**Run 1: power grid**

The bar under the picture is 20 µm long. Pins as bars on the die edge.
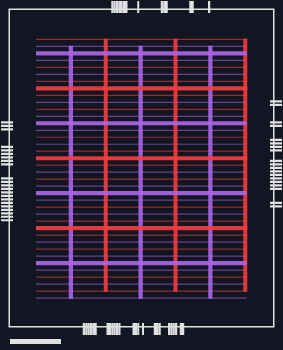
**Run 1: cells colored by class**

Fill, decap, tap and diode cells in gray.
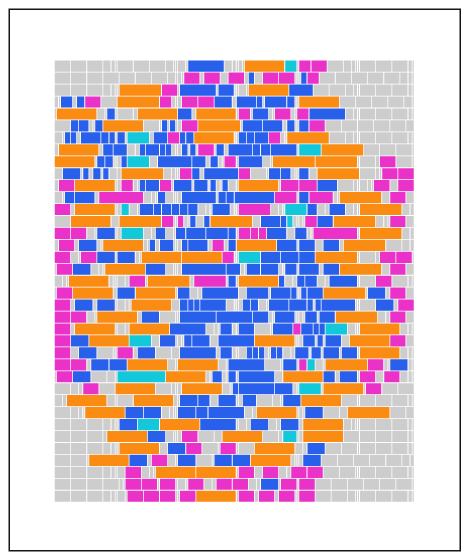
**Run 1: clock wires, drivers and flops**

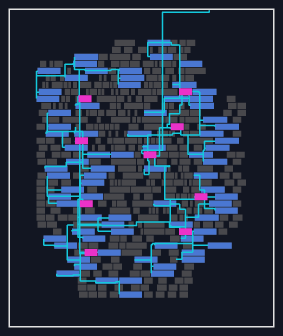
**Run 1: clock wiring as the flow saved it**

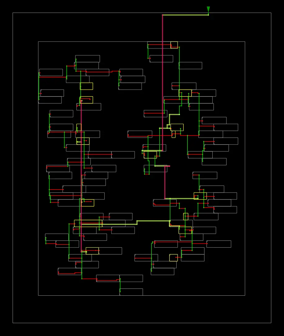
Design seg_scan_ctrl, sky130hd; sources not shown.
==> Slide: Implementation Results, run 1 <==
Key Metrics from the Run

Cells and area
  • Mi-comb count: 210
  • Most frequent cells in the layout: 79 x clkdlybuf4s50_1, 56 x dfrtp_1, 45 x mux2_2
  • Commonest Layout Cell: clkdlybuf4s50_1
  • Area grow syn2layout: 34.0%
  • Final non-filler cell total: 529
  • Logic share of the area: 0.372
  • Register area: 2010 µm²
  • Non-Clock Buffer Count: 109
  • Max reg flops: 32
  • Share of layout cells above drive strength 1: 0.361
  • Antenna diodes: 0
  • Combinational Area: 2070 µm²
  • Clk cell area share: 0.0355
  • Fin nets: 509
  • Logic inverters: 18

Placed design
  • DP Worst Slack: -0.445 ns
  • Placer Congestion: 0.831
  • Placed inst area: 5100 µm²
  • Port Buffers: 79
  • Hpwl dp: 7.43 mm

Route
  • WL met3: 514 µm
  • Via count: 2904
  • Highest Signal Layer: met4
  • Detailed Route Iter0 Violations: 116
  • Drt total wl: 9.56 mm
  • Remaining DRCs: 0
  • Drt pass-1 iters: 6
  • Final ANT Viol Nets: 0
  • Drt wl/cell: 18.1 µm
  • M1 WL: 3.89 mm

Clock network
  • Clock slew at reported path FFs: 0.08 ns
  • Root Buffer: clkbuf_8
  • Post-CTS setup buffers: 17
  • Resized cells post-CTS: 24
  • H-tree depth: 3
  • Buffer levels on the longest clock path: 2
  • CTS tree: done

Power
  • Int Power: 0.00190 W
  • Power Combinational: 0.000391 W
  • Design Power: 0.00252 W
  • Sequential power share: 0.511
  • Comb pwr share: 0.155
  • Switching power: 0.000618 W
  • Power Dens Cells: 452 nW/µm²
  • Heaviest power group: sequential cells

Logic synthesis
  • Dominant Register Cell: dfrtp_1
  • Syn. warnings: 0
  • Top cells by area, synth: dfrtp_1 37%, mux2_2 12%, dfstp_2 11%
  • XOR Share, Synth: 0.0190
  • Seq share, synth: 0.481
  • Cell Type Count: 52
  • Simple share: 0.127
  • Top cells by count, synth: 62 x dfrtp_1, 45 x mux2_2, 19 x ha_1
  • Async S/R FF share, synth: 1.00
  • YS chip area: 4160 µm²
  • Multiplexer share: 0.225
  • Adder Share, Synth: 0.0572
  • Instance tally after logic synthesis: 318
  • Number of enable flip-flop cells: 0
  • Cell accounting for the most synthesized area: dfrtp_1

Global routing
  • First-pass GRT wire length: 15.9 mm
  • M2 GR Usage: 0.275
  • Global route hottest layer: met2
  • Met1 usage: 0.185
  • Largest net degree at the start of global routing: 62
  • Global Route Usage Sum: 0.160
  • Number of global-route vias before repair: 3208
  • Aggregate global routing overflow: 0

Final timing
  • RSZ-0062 raised after global routing: yes
  • Hold Violations, Final: 0
  • Slew @ Worst Pin: 0.464 ns
  • F_max: 353 MHz
  • # setup viols final: 12
  • TNS Setup: -0.218 ns
  • Setup ws final: -0.0330 ns
  • Final Slew Violations: 0

Critical path
  • CP arrival: 3.11 ns
  • Cells on worst reg2reg path: 11
  • Slowest stage delay, CP: 0.43 ns
  • Worst-path cell chain: nor4_4, nand4_4, mux2i_4, ha_1, o211ai_1, a21oi_1, mux2_4, a41oi_4, buf_12, buf_8, nand4_4
  • CP Launch Type: register
  • Crit path max fanout: 6
  • Req. time, crit path: 3.08 ns
  • Cell repeated most along the worst path: nand4_4

Floorplanning
  • # IOs: 80

Outcome
  • Status: finished, violations left
  • Failing checks: setup timing

Job
  • MaxCap Viol Count: 0
About 'power grid':
Key: purple = VSS; red = VDD
80 signal pins sit on the boundary. The core has 37 rows. 38 met1 rails follow the rows. 7 straps on met5. 6 straps on met4.
Peak VDD IR: 291 µV
Die W: 102 µm
core area: 8240 µm²

About 'cells colored by class':
Key: blue = combinational and other logic [cells 228, share of their area 40%]; magenta = other buffers and delay cells [cells 109, share of their area 20%]; orange = flops [cells 79, share of their area 37%]; cyan = clock drivers and dummy loads [cells 16, share of their area 3.6%]
sequential share of cell area: 0.360
site row count: 37
post-route design area: 5570 µm²
Util after Layout: 0.676

About 'clock wires, drivers and flops':
Key: blue = flip-flops [count 79]; magenta = clock drivers [count 9]; cyan = clock wires [length 938 µm]
There are 10 routed clock nets.
clk pwr: 0.000839 W
Worst-Skew Late Latency: 0.35 ns
Clk pwr share: 0.334
clk_skew: 0.00790 ns

About 'clock wiring as the flow saved it':
sequential cell count: 79
Num CTS Buffers: 9
clk sinks: 79
clkbuf count: 10

**Run 1: routed metal, one color a layer**

The bar under the picture is 20 µm long. Only two layers are drawn.
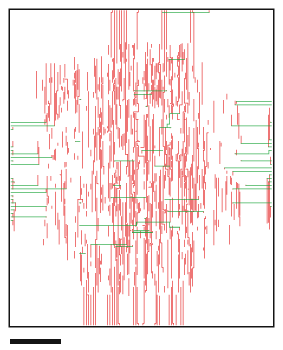

## Run 2: what changed since run 1
--- a/config.mk
+++ b/config.mk
@@ -6,11 +6,9 @@
 export NUM_CORES = 1
 export LEC_CHECK = 0
 export CORE_ASPECT_RATIO = 1.25
-export CORE_MARGIN = 10
 export CORE_UTILIZATION = 49
 export CTS_BUF_LIST = sky130_fd_sc_hd__clkbuf_8
 export DETAILED_ROUTE_END_ITERATION = 6
-export GPL_TIMING_DRIVEN = 0
 export PLACE_DENSITY = 0.8
 export SLEW_MARGIN = 0
 export SYNTH_ARGS = -nofsm -noshare
**Run 2: routed metal, one color a layer**

The bar under the picture is 20 µm long. Only two layers are drawn.
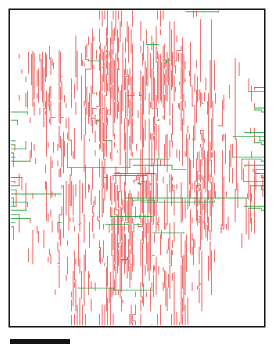
Key: red = metal 2 [wire length 4870 µm]; green = metal 3 [wire length 406 µm]
drt wl/cell: 17.5 µm
drt total wl: 9.21 mm
via count: 2975

**Run 2: power grid**

The bar under the picture is 20 µm long. Pins as bars on the die edge.
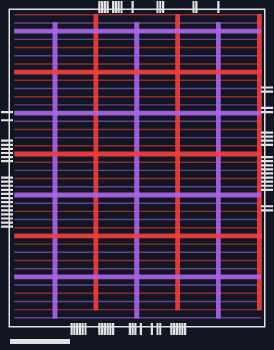
Key: purple = VSS; red = VDD
38 met1 rails follow the rows. 7 straps on met5.
Die W: 84.4 µm
Peak VDD IR: 322 µV

**Run 2: clock wiring as the flow saved it**

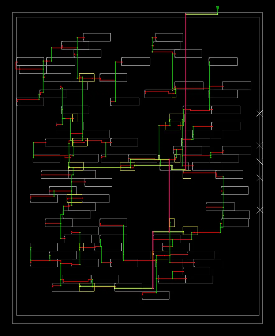
Worst-Skew Late Latency: 0.34 ns
clk_skew: 0.00651 ns

==> Slide: Implementation Results, run 2 <==
Key Metrics from the Run

Route
  • Remaining DRCs: 5 (was 0)
  • Drt pass-1 iters: 7 (was 6)
  • M1 WL: 3.68 mm (was 3.89 mm)
  • Final ANT Viol Nets: 0 (unchanged)

Outcome
  • Failing checks: DRC, setup timing (was setup timing)
  • Status: finished, violations left (unchanged)

Floorplanning
  • # IOs: 80 (unchanged)
  • Core area: 8240 µm² (unchanged)

Cells and area
  • Mi-comb count: 210 (unchanged)
  • Clkbuf count: 10 (unchanged)
  • Sequential share of cell area: 0.368 (was 0.360)
  • Max reg flops: 32 (unchanged)
  • Commonest Layout Cell: clkdlybuf4s50_1 (unchanged)
  • Share of layout cells above drive strength 1: 0.347 (was 0.361)
  • Post-route design area: 5450 µm² (was 5570 µm²)
  • Area grow syn2layout: 31.1% (was 34.0%)
  • Combinational Area: 2050 µm² (was 2070 µm²)
  • Fin nets: 506 (was 509)
  • Register area: 2000 µm² (was 2010 µm²)
  • Most frequent cells in the layout: 78 x clkdlybuf4s50_1, 58 x dfrtp_1, 45 x mux2_2 (was 79 x clkdlybuf4s50_1, 56 x dfrtp_1, 45 x mux2_2)
  • Final non-filler cell total: 526 (was 529)

Logic synthesis
  • Cell Type Count: 52 (unchanged)
  • YS chip area: 4160 µm² (unchanged)
  • Async S/R FF share, synth: 1.00 (unchanged)
  • Seq share, synth: 0.481 (unchanged)
  • Dominant Register Cell: dfrtp_1 (unchanged)
  • Multiplexer share: 0.225 (unchanged)
  • Top cells by area, synth: dfrtp_1 37%, mux2_2 12%, dfstp_2 11% (unchanged)
  • Number of enable flip-flop cells: 0 (unchanged)
  • XOR Share, Synth: 0.0190 (unchanged)
  • Adder Share, Synth: 0.0572 (unchanged)
  • Syn. warnings: 0 (unchanged)
  • Cell accounting for the most synthesized area: dfrtp_1 (unchanged)
  • Simple share: 0.127 (unchanged)

Final timing
  • Slew @ Worst Pin: 0.586 ns (was 0.464 ns)
  • Setup ws final: -0.0556 ns (was -0.0330 ns)
  • Hold Violations, Final: 0 (unchanged)
  • TNS Setup: -0.565 ns (was -0.218 ns)
  • Final Slew Violations: 0 (unchanged)
  • RSZ-0062 raised after global routing: yes (unchanged)
  • # setup viols final: 16 (was 12)

Placed design
  • DP Worst Slack: 0.00428 ns (was -0.445 ns)
  • Placer Congestion: 0.881 (was 0.831)
  • Port Buffers: 79 (unchanged)

Clock network
  • Post-CTS setup buffers: 2 (was 17)
  • Buffer levels on the longest clock path: 2 (unchanged)
  • Resized cells post-CTS: 6 (was 24)
  • Num CTS Buffers: 9 (unchanged)
  • Clk sinks: 79 (unchanged)
  • Root Buffer: clkbuf_8 (unchanged)

Power
  • Heaviest power group: sequential cells (unchanged)
  • Sequential power share: 0.533 (was 0.511)
  • Power Dens Cells: 443 nW/µm² (was 452 nW/µm²)
  • Switching power: 0.000613 W (was 0.000618 W)
  • Power Combinational: 0.000391 W (about the same)
  • Comb pwr share: 0.162 (was 0.155)
  • Design Power: 0.00241 W (was 0.00252 W)

Critical path
  • CP Launch Type: register (unchanged)
  • Worst-path cell chain: nor4_4, nand4_4, mux2i_2, ha_1, o211ai_1, a21oi_1, mux2_4, a41oi_4, buf_12, nand4_1 (was nor4_4, nand4_4, mux2i_4, ha_1, o211ai_1, a21oi_1, mux2_4, a41oi_4, buf_12, buf_8, nand4_4)
  • Cells on worst reg2reg path: 10 (was 11)
  • Slowest stage delay, CP: 0.44 ns (was 0.43 ns)
  • Req. time, crit path: 3.05 ns (was 3.08 ns)
  • Crit path max fanout: 8 (was 6)

Global routing
  • Aggregate global routing overflow: 0 (unchanged)
  • First-pass GRT wire length: 15.4 mm (was 15.9 mm)
  • Number of global-route vias before repair: 3161 (was 3208)

Job
  • MaxCap Viol Count: 0 (unchanged)
Power figures rest on the tool's default switching activity, not on a simulated workload.
